run_1/layer_met3.png
The bar under the picture is 50 um long.
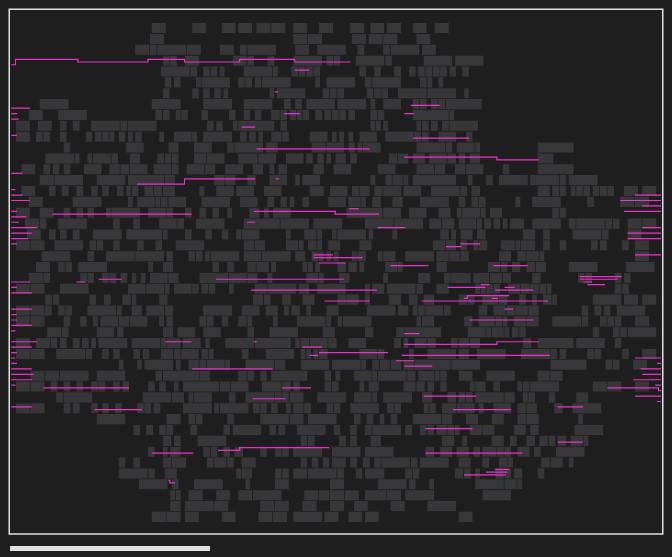
run_1/wires.png
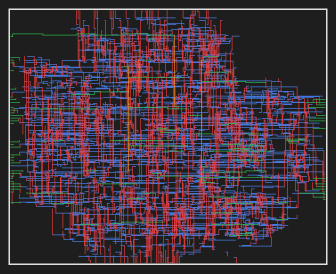
run_1/layer_met2.png
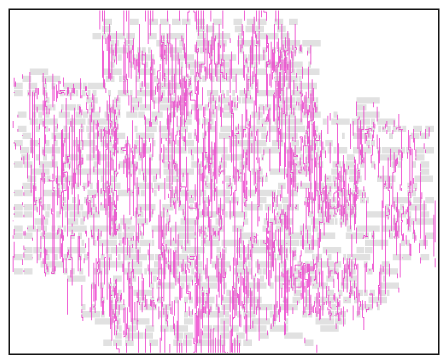
[src/rtl/pwm_multi_burst.sv]
// Multi-channel PWM with a shared period counter, double-buffered settings
// and continuous / one-shot burst / repeating burst modes.
module pwm_multi_burst #(
    parameter int CHANNELS = 4,
    parameter int PERIOD_W = 16,
    parameter int BURST_W  = 8
) (
    input  logic                         sysclk,
    input  logic                         reset,
    input  logic [PERIOD_W-1:0]          period,
    input  logic [CHANNELS*PERIOD_W-1:0] duty,
    input  logic [CHANNELS-1:0]          ch_en,
    input  logic [CHANNELS-1:0]          ch_pol,
    input  logic                         burstmode,
    input  logic                         bursttype,
    input  logic [BURST_W-1:0]           burst_len,
    input  logic                         start,
    output logic [CHANNELS-1:0]          pwm,
    output logic                         period_tick,
    output logic                         busy,
    output logic                         done
);

    typedef enum logic [1:0] {
        IDLE = 2'd0,
        RUN  = 2'd1,
        GAP  = 2'd2
    } state_t;

    state_t                       state;
    logic [PERIOD_W-1:0]          cnt;
    logic [BURST_W-1:0]           bcnt;
    logic [PERIOD_W-1:0]          period_s;
    logic [CHANNELS*PERIOD_W-1:0] duty_s;
    logic [CHANNELS-1:0]          en_s;
    logic [CHANNELS-1:0]          pol_s;
    logic                         bm_s;
    logic                         bt_s;
    logic [BURST_W-1:0]           blen_s;

    logic                         frozen;
    logic                         wrap;
    logic                         launch;
    logic                         load_s;
    logic                         burst_end;
    logic [BURST_W-1:0]           blen_eff;
    logic [CHANNELS-1:0]          active;

    // Period values below 2 stall the counter; shadows keep reloading so a
    // valid period applied later takes over on the next cycle.
    always_comb begin
        frozen    = (period_s <= PERIOD_W'(1));
        wrap      = !frozen && (cnt == period_s - PERIOD_W'(1));
        launch    = burstmode ? (bursttype | start) : 1'b1;
        load_s    = (state == IDLE) ? launch : (frozen | wrap);
        blen_eff  = (blen_s == '0) ? BURST_W'(1) : blen_s;
        burst_end = ((bcnt + BURST_W'(1)) == blen_eff);
        active    = '0;
        for (int unsigned i = 0; i < CHANNELS; i++) begin
            active[i] = en_s[i] && (state == RUN) && !frozen &&
                        (cnt < duty_s[i*PERIOD_W +: PERIOD_W]);
        end
    end

    assign busy = (state != IDLE);

    always_ff @(posedge sysclk) begin
        if (reset) begin
            state       <= IDLE;
            cnt         <= '0;
            bcnt        <= '0;
            period_s    <= '0;
            duty_s      <= '0;
            en_s        <= '0;
            pol_s       <= '0;
            bm_s        <= 1'b0;
            bt_s        <= 1'b0;
            blen_s      <= '0;
            pwm         <= ch_pol;
            period_tick <= 1'b0;
            done        <= 1'b0;
        end else begin
            done        <= 1'b0;
            period_tick <= wrap && (state != IDLE);
            // Shadow polarity is stale in IDLE, so the live one sets the idle level.
            pwm         <= active ^ ((state == IDLE) ? ch_pol : pol_s);

            if (load_s) begin
                period_s <= period;
                duty_s   <= duty;
                en_s     <= ch_en;
                pol_s    <= ch_pol;
                bm_s     <= burstmode;
                bt_s     <= bursttype;
                blen_s   <= burst_len;
            end

            case (state)
                IDLE: begin
                    cnt  <= '0;
                    bcnt <= '0;
                    if (launch) begin
                        state <= RUN;
                    end
                end
                RUN, GAP: begin
                    if (!frozen) begin
                        if (wrap) begin
                            cnt <= '0;
                            if (state == GAP) begin
                                if (!bm_s || burst_end) begin
                                    bcnt  <= '0;
                                    state <= RUN;
                                end else begin
                                    bcnt <= bcnt + BURST_W'(1);
                                end
                            end else if (bm_s) begin
                                if (burst_end) begin
                                    bcnt <= '0;
                                    if (bt_s) begin
                                        state <= GAP;
                                    end else begin
                                        state <= IDLE;
                                        done  <= 1'b1;
                                    end
                                end else begin
                                    bcnt <= bcnt + BURST_W'(1);
                                end
                            end
                        end else begin
                            cnt <= cnt + PERIOD_W'(1);
                        end
                    end
                end
                default: begin
                    state <= IDLE;
                end
            endcase
        end
    end

endmodule

[config.mk]
export PLATFORM = sky130hd
export DESIGN_NAME = pwm_multi_burst
export DESIGN_NICKNAME = d
export VERILOG_FILES = /design/src/rtl/pwm_multi_burst.sv
export SDC_FILE = /design/constraint.sdc
export NUM_CORES = 1
export LEC_CHECK = 0
export CORE_ASPECT_RATIO = 0.8
export CORE_UTILIZATION = 37
export CTS_CLUSTER_SIZE = 10
export DETAILED_ROUTE_END_ITERATION = 8
export SLEW_MARGIN = 40
export SYNTH_ARGS = -nofsm -noshare
export SYNTH_HDL_FRONTEND = slang
export SYNTH_SLANG_ARGS = --single-unit
[constraint.sdc]
create_clock -name sysclk -period 4.3 [get_ports sysclk]
set_clock_uncertainty 0.1 [all_clocks]
set_input_delay 0.43 -clock sysclk [delete_from_list [all_inputs] [get_ports sysclk]]
set_output_delay 0.43 -clock sysclk [all_outputs]
set_load 0.01 [all_outputs]
==> impl_metrics.ini, run 1 <==
; flow metrics
[cts]
htree_levels = 4
cts_tree = yes
postCtsSetupBuffers = 0

[setup_path]
crit_buf_inv = 2
reg2reg_slack_ps = 550
cpMaxStageDelayCell = or4b_1
critical-path-top-delay-family = simple AND/OR/NAND/NOR gates
required_ps = 4550
rr_worst_depth = 11
r2r-end = duty_s[54]
cpPeakStageDelay_ps = 560
critPathLaunchType = register
critPathKind = register to register

[yosys]
top_area_frac = 0.3381
floorplan.nets = 1151
synth_area_sq_mm = 0.007697
yosys_register_bits = 130
yosys_warnings = 0
ys_types = 56
ys_sh_simple = 0.1897
ff_type = dfxtp_1
xor_area_frac = 0.04665
yosys_cells = 982
synth_cells = 982
synth-edff-count = 0

[route]
wl_met1_mm = 11.09
top_layer_used = met4
route.met3.wl_mm = 1.046
drcViolationCount = 0
ant_nets = 0
post_drt_wl_per_cell_um = 16.68

[pwr]
finalPower_mw = 5.038
p_leak_nw = 3.816

[sta]
rsz0062_at_grt = no
finalCritPeriodShare = 0.8724
hold_violations = 0
tns_ps = 0

[global_route]
grt_max_degree = 102

[final_layout]
n_antenna_cell = 0
fillCellCount = 1995
layout.nets = 1228

[floorplan]
dieWidth_um = 163.3
core_sq_mm = 0.02009
chipHeight_um = 131.0

[worst_hold_path]
hold_depth = 2
worstHoldStart = duty_s[37]

[outcome]
status = complete, no violations
## Picture notes: layer_met3.png
share of all routed wire	4.7%
wire length on this layer	1050 um
final WL: 22.28 mm
grt met3 use: 0.03535
via count: 7284

## Picture notes: wires.png
color	layer	wire length
blue	metal 1	11100 um
orange	metal 4	175 um
green	metal 3	1050 um
red	metal 2	9970 um

## Picture notes: layer_met2.png
main direction	vertical
nets with wire on the layer	954

run 1: per-stage QoR:
stage | setup WS, ps | instances | hold WS [ps] | utilization | area [sq um]
after floorplan | 1079 | 982 | 348.6 | - | 7697
after global placement | 621.3 | 1302 | 363.0 | 0.4474 | 8986
after global routing | 236.3 | 1336 | 392.7 | 0.4782 | 9605
final | 548.6 | 1336 | 375.8 | 0.4782 | 9605
after CTS | 566.2 | 1336 | 375.6 | 0.4782 | 9605
after detailed placement | 569.5 | 1304 | 367.3 | 0.4494 | 9026
run 1: power breakdown:
| part | switching (mW) | internal (mW) | leakage [nW] |
|---|---|---|---|
| sequential | 0.190 | 1.45 | 1.07 |
| combinational | 1.15 | 0.816 | 2.47 |
| clock | 0.593 | 0.834 | 0.278 |
run 1: cell type report:
class | instances | area, sq um | area share
Clock inverter | 13 | 126.4 | 0.01316
Sequential cell | 130 | 2603 | 0.2709
Inverter | 80 | 300.3 | 0.03126
Clock buffer | 19 | 452.9 | 0.04715
Timing Repair Buffer | 125 | 1266 | 0.1318
Multi-Input combinational cell | 705 | 4527 | 0.4713
Tap cell | 264 | 330.3 | 0.03439
run 1: flip-flops by register name, summed over array words and instances (netlist names):
signal / flops
duty_s: 64
pwm: 4
bt_s: 1
cnt: 16
done: 1
period_s: 16
blen_s: 8
en_s: 4
state: 2
bcnt: 8
period_tick: 1
bm_s: 1
pol_s: 4
run 1: routing by layer:
layer,GRT usage,vias up
met5,0,-
met3,0.03535,15
met1,0.3018,3422
li1,-,3662
met4,0.04508,0
met2,0.3340,185
run 1: how the worst max path moves through the flow:
stage            endpoint         from  slack (ps)  cells after the start
2_1_floorplan     bcnt[0]  period_s[5]        1080                      9
3_3_place_gp   duty_s[32]  period_s[5]         620                      9
3_5_place_dp   duty_s[54]  period_s[0]         570                     11
4_1_cts        duty_s[54]  period_s[5]         570                      9
5_1_grt        duty_s[56]  period_s[0]         240                     11
6_report       duty_s[54]  period_s[0]         550                     11
run 1: cells in the final DEF (no fill, tap or decap), types with 6 or more instances in the layout:
master / count
and3_1: 8
nand4_1: 19
inv_1: 79
clkdlybuf4s50_1: 106
nor4_1: 10
xnor2_1: 19
ha_1: 68
nor3_1: 13
o32ai_1: 6
a31oi_1: 6
o211ai_1: 8
o21ai_0: 118
buf_4: 14
nand3_1: 104
or3_1: 10
dfxtp_1: 130
a21oi_1: 132
xor2_1: 22
clkbuf_16: 17
a21o_1: 20
mux2i_1: 6
nor2_1: 45
nand2_1: 26
run 1: cells in the mapped netlist (all sizes together) (13+ instances only):
library cell and instances:
a21o 20, nand3 104, nor3 13, nand4 19, o21ai 119, xor2 22, a21oi 132, buf 15
clkbuf 52, ha 68, nor2 45, xnor2 19, dfxtp 130, inv 79, nand2 26
run 1: cells by family (layout without fill, tap and decap cells):
family / count (synthesis) / count (layout)
buffers and inverters: 147 / 237
and+or+nand+nor: 274 / 274
DFF: 130 / 130
AOI/OAI and AO/OA: 313 / 313
adders and majority gates: 68 / 68
muxes: 9 / 9
xor gates and xnor gates: 41 / 41
==> run 2: changes to the inputs <==
==> constraint.sdc (replaced) <==
create_clock -name sysclk -period 4.3 [get_ports sysclk]
set_clock_uncertainty 0.1 [all_clocks]
set_input_delay 0.43 -clock sysclk [delete_from_list [all_inputs] [get_ports sysclk]]
set_output_delay 0.43 -clock sysclk [all_outputs]
set_load 0.005 [all_outputs]
==> run 2 against run 1 <==
Routed wire length did not move. Hold slack did not move. Register-to-register slack hardly changed. Clock-buffer cell count unchanged. Critical endpoint unchanged. First-iteration DRC count unchanged. Non-clock buffer count is the same. Power is 0.15% lower. Combinational power about the same. Area after synthesis did not move. Global-route usage is the same. Synthesized cell count stayed put. Maximum frequency unchanged.
==> impl_metrics.ini, run 2 <==
; flow metrics
[yosys]
ff_type = dfxtp_1
floorplan.nets = 1151
xor_area_frac = 0.04665
synth-edff-count = 0
top_area_frac = 0.3381
synth_cells = 982
yosys_register_bits = 130
ys_types = 56
yosys_warnings = 0

[pwr]
finalPower_mw = 5.031
p_leak_nw = 3.816

[final_layout]
layout.nets = 1228
regMostFlops = duty_s
largest_reg_flops = 64
n_antenna_cell = 0
flop_area_sq_mm = 0.002603
comb_area_sq_mm = 0.004527
lay_top_cells = a21oi_1, dfxtp_1, o21ai_0
fillCellCount = 1995
layout_top_cell = a21oi_1
top_regs = duty_s x64, cnt x16, period_s x16

[outcome]
status = complete, no violations

[route]
wl_mm = 22.28
drcViolationCount = 0
dr_total_vias = 7284
post_drt_wl_per_cell_um = 16.68
ant_nets = 0

[cts]
htree_levels = 4
postCtsSetupBuffers = 0

[sta]
hold_violations = 0
finalCritPeriodShare = 0.8724

[setup_path]
rr_worst_depth = 11
cpMaxStageDelayCell = or4b_1
critical_path_depth = 11
critPathLaunchType = register

[floorplan]
chipHeight_um = 131.0
core_sq_mm = 0.02009

[worst_hold_path]
hold_depth = 2

[global_route]
use_met3 = 0.03535
grt.met2_usage = 0.3340
grt_max_degree = 102
use_met1 = 0.3018
-- run 2: cell counts in the layout (fill, tap and decap cells not counted) --
Identical to the previous run, type by type.
-- run 2: cell type report --
cell class | count | share of cell area
Inverter | 80 | 0.03126
Clock inverter | 13 | 0.01316
Multi-Input combinational cell | 705 | 0.4713
Clock buffer | 19 | 0.04715
Tap cell | 264 | 0.03439
Sequential cell | 130 | 0.2709
Timing Repair Buffer | 125 | 0.1318
-- run 2: where the power goes --
group	internal (mW)	leakage [nW]	switching, mW
Clock	0.834	0.278	0.593
Combinational	0.816	2.47	1.15
Sequential	1.45	1.07	0.190
-- run 2: worst min-delay path, stage by stage (launching register included) --
cell     delay, ps
dfxtp_1        310
o21ai_0         60
a21oi_1         60
-- run 2: cells by family after synthesis --
kind of cell             after synthesis
XOR/XNOR                              41
flip-flops                           130
adder cells (fa/ha/maj)               68
AND/OR/NAND/NOR                      274
multiplexers                           9
buffers and inverters                147
AND-OR/OR-AND                        313
-- run 2: final timing paths --
kind                     from          to  slack (ps)
setup / recovery  period_s[0]  duty_s[54]         550
hold / removal     duty_s[37]  duty_s[37]         380
setup reg to reg  period_s[0]  duty_s[54]         550
hold reg to reg    duty_s[37]  duty_s[37]         380
-- run 2: routing by layer --
| layer | routed length, um | part of all wire | vias to the layer above |
|---|---|---|---|
| li1 | - | - | 3662 |
| met3 | 1046 | 0.047 | 15 |
| met4 | 175 | 0.0079 | 0 |
| met1 | 11090 | 0.50 | 3422 |
| met2 | 9966 | 0.45 | 185 |
| met5 | 0 | 0 | - |
-- run 2: per-stage QoR --
stage                     hold slack (ps)  area, sq um  instances  utilization
after floorplan                     348.6         7697        982            -
after CTS                           375.6         9605       1336       0.4782
final                               375.8         9605       1336       0.4782
after global routing                392.7         9605       1336       0.4782
after detailed placement            367.3         9026       1304       0.4494
after global placement              363.0         8986       1302       0.4474
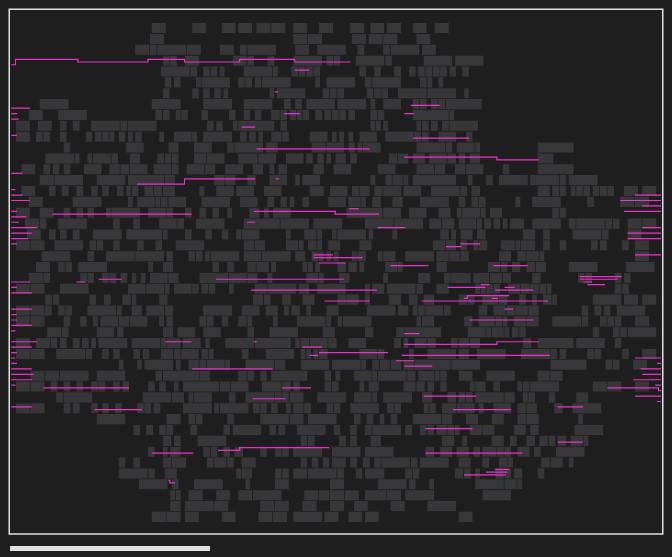
run_2/layer_met3.png
The bar under the picture is 50 um long.
share of all routed wire	4.7%
nets with wire on the layer	100
wire length on this layer	1050 um
main direction	horizontal
longest straight run	36.8 um

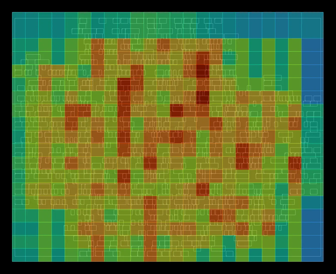
run_2/congestion.png
Core Util, Final: 0.4782
GRT busiest layer: met2

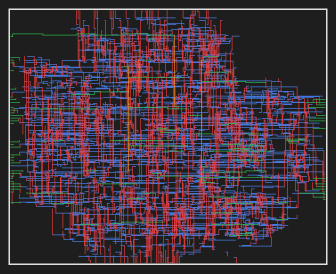
run_2/wires.png
color	layer	wire length
orange	metal 4	175 um
red	metal 2	9970 um
green	metal 3	1050 um
blue	metal 1	11100 um

Power is estimated from default activity; no workload was simulated.
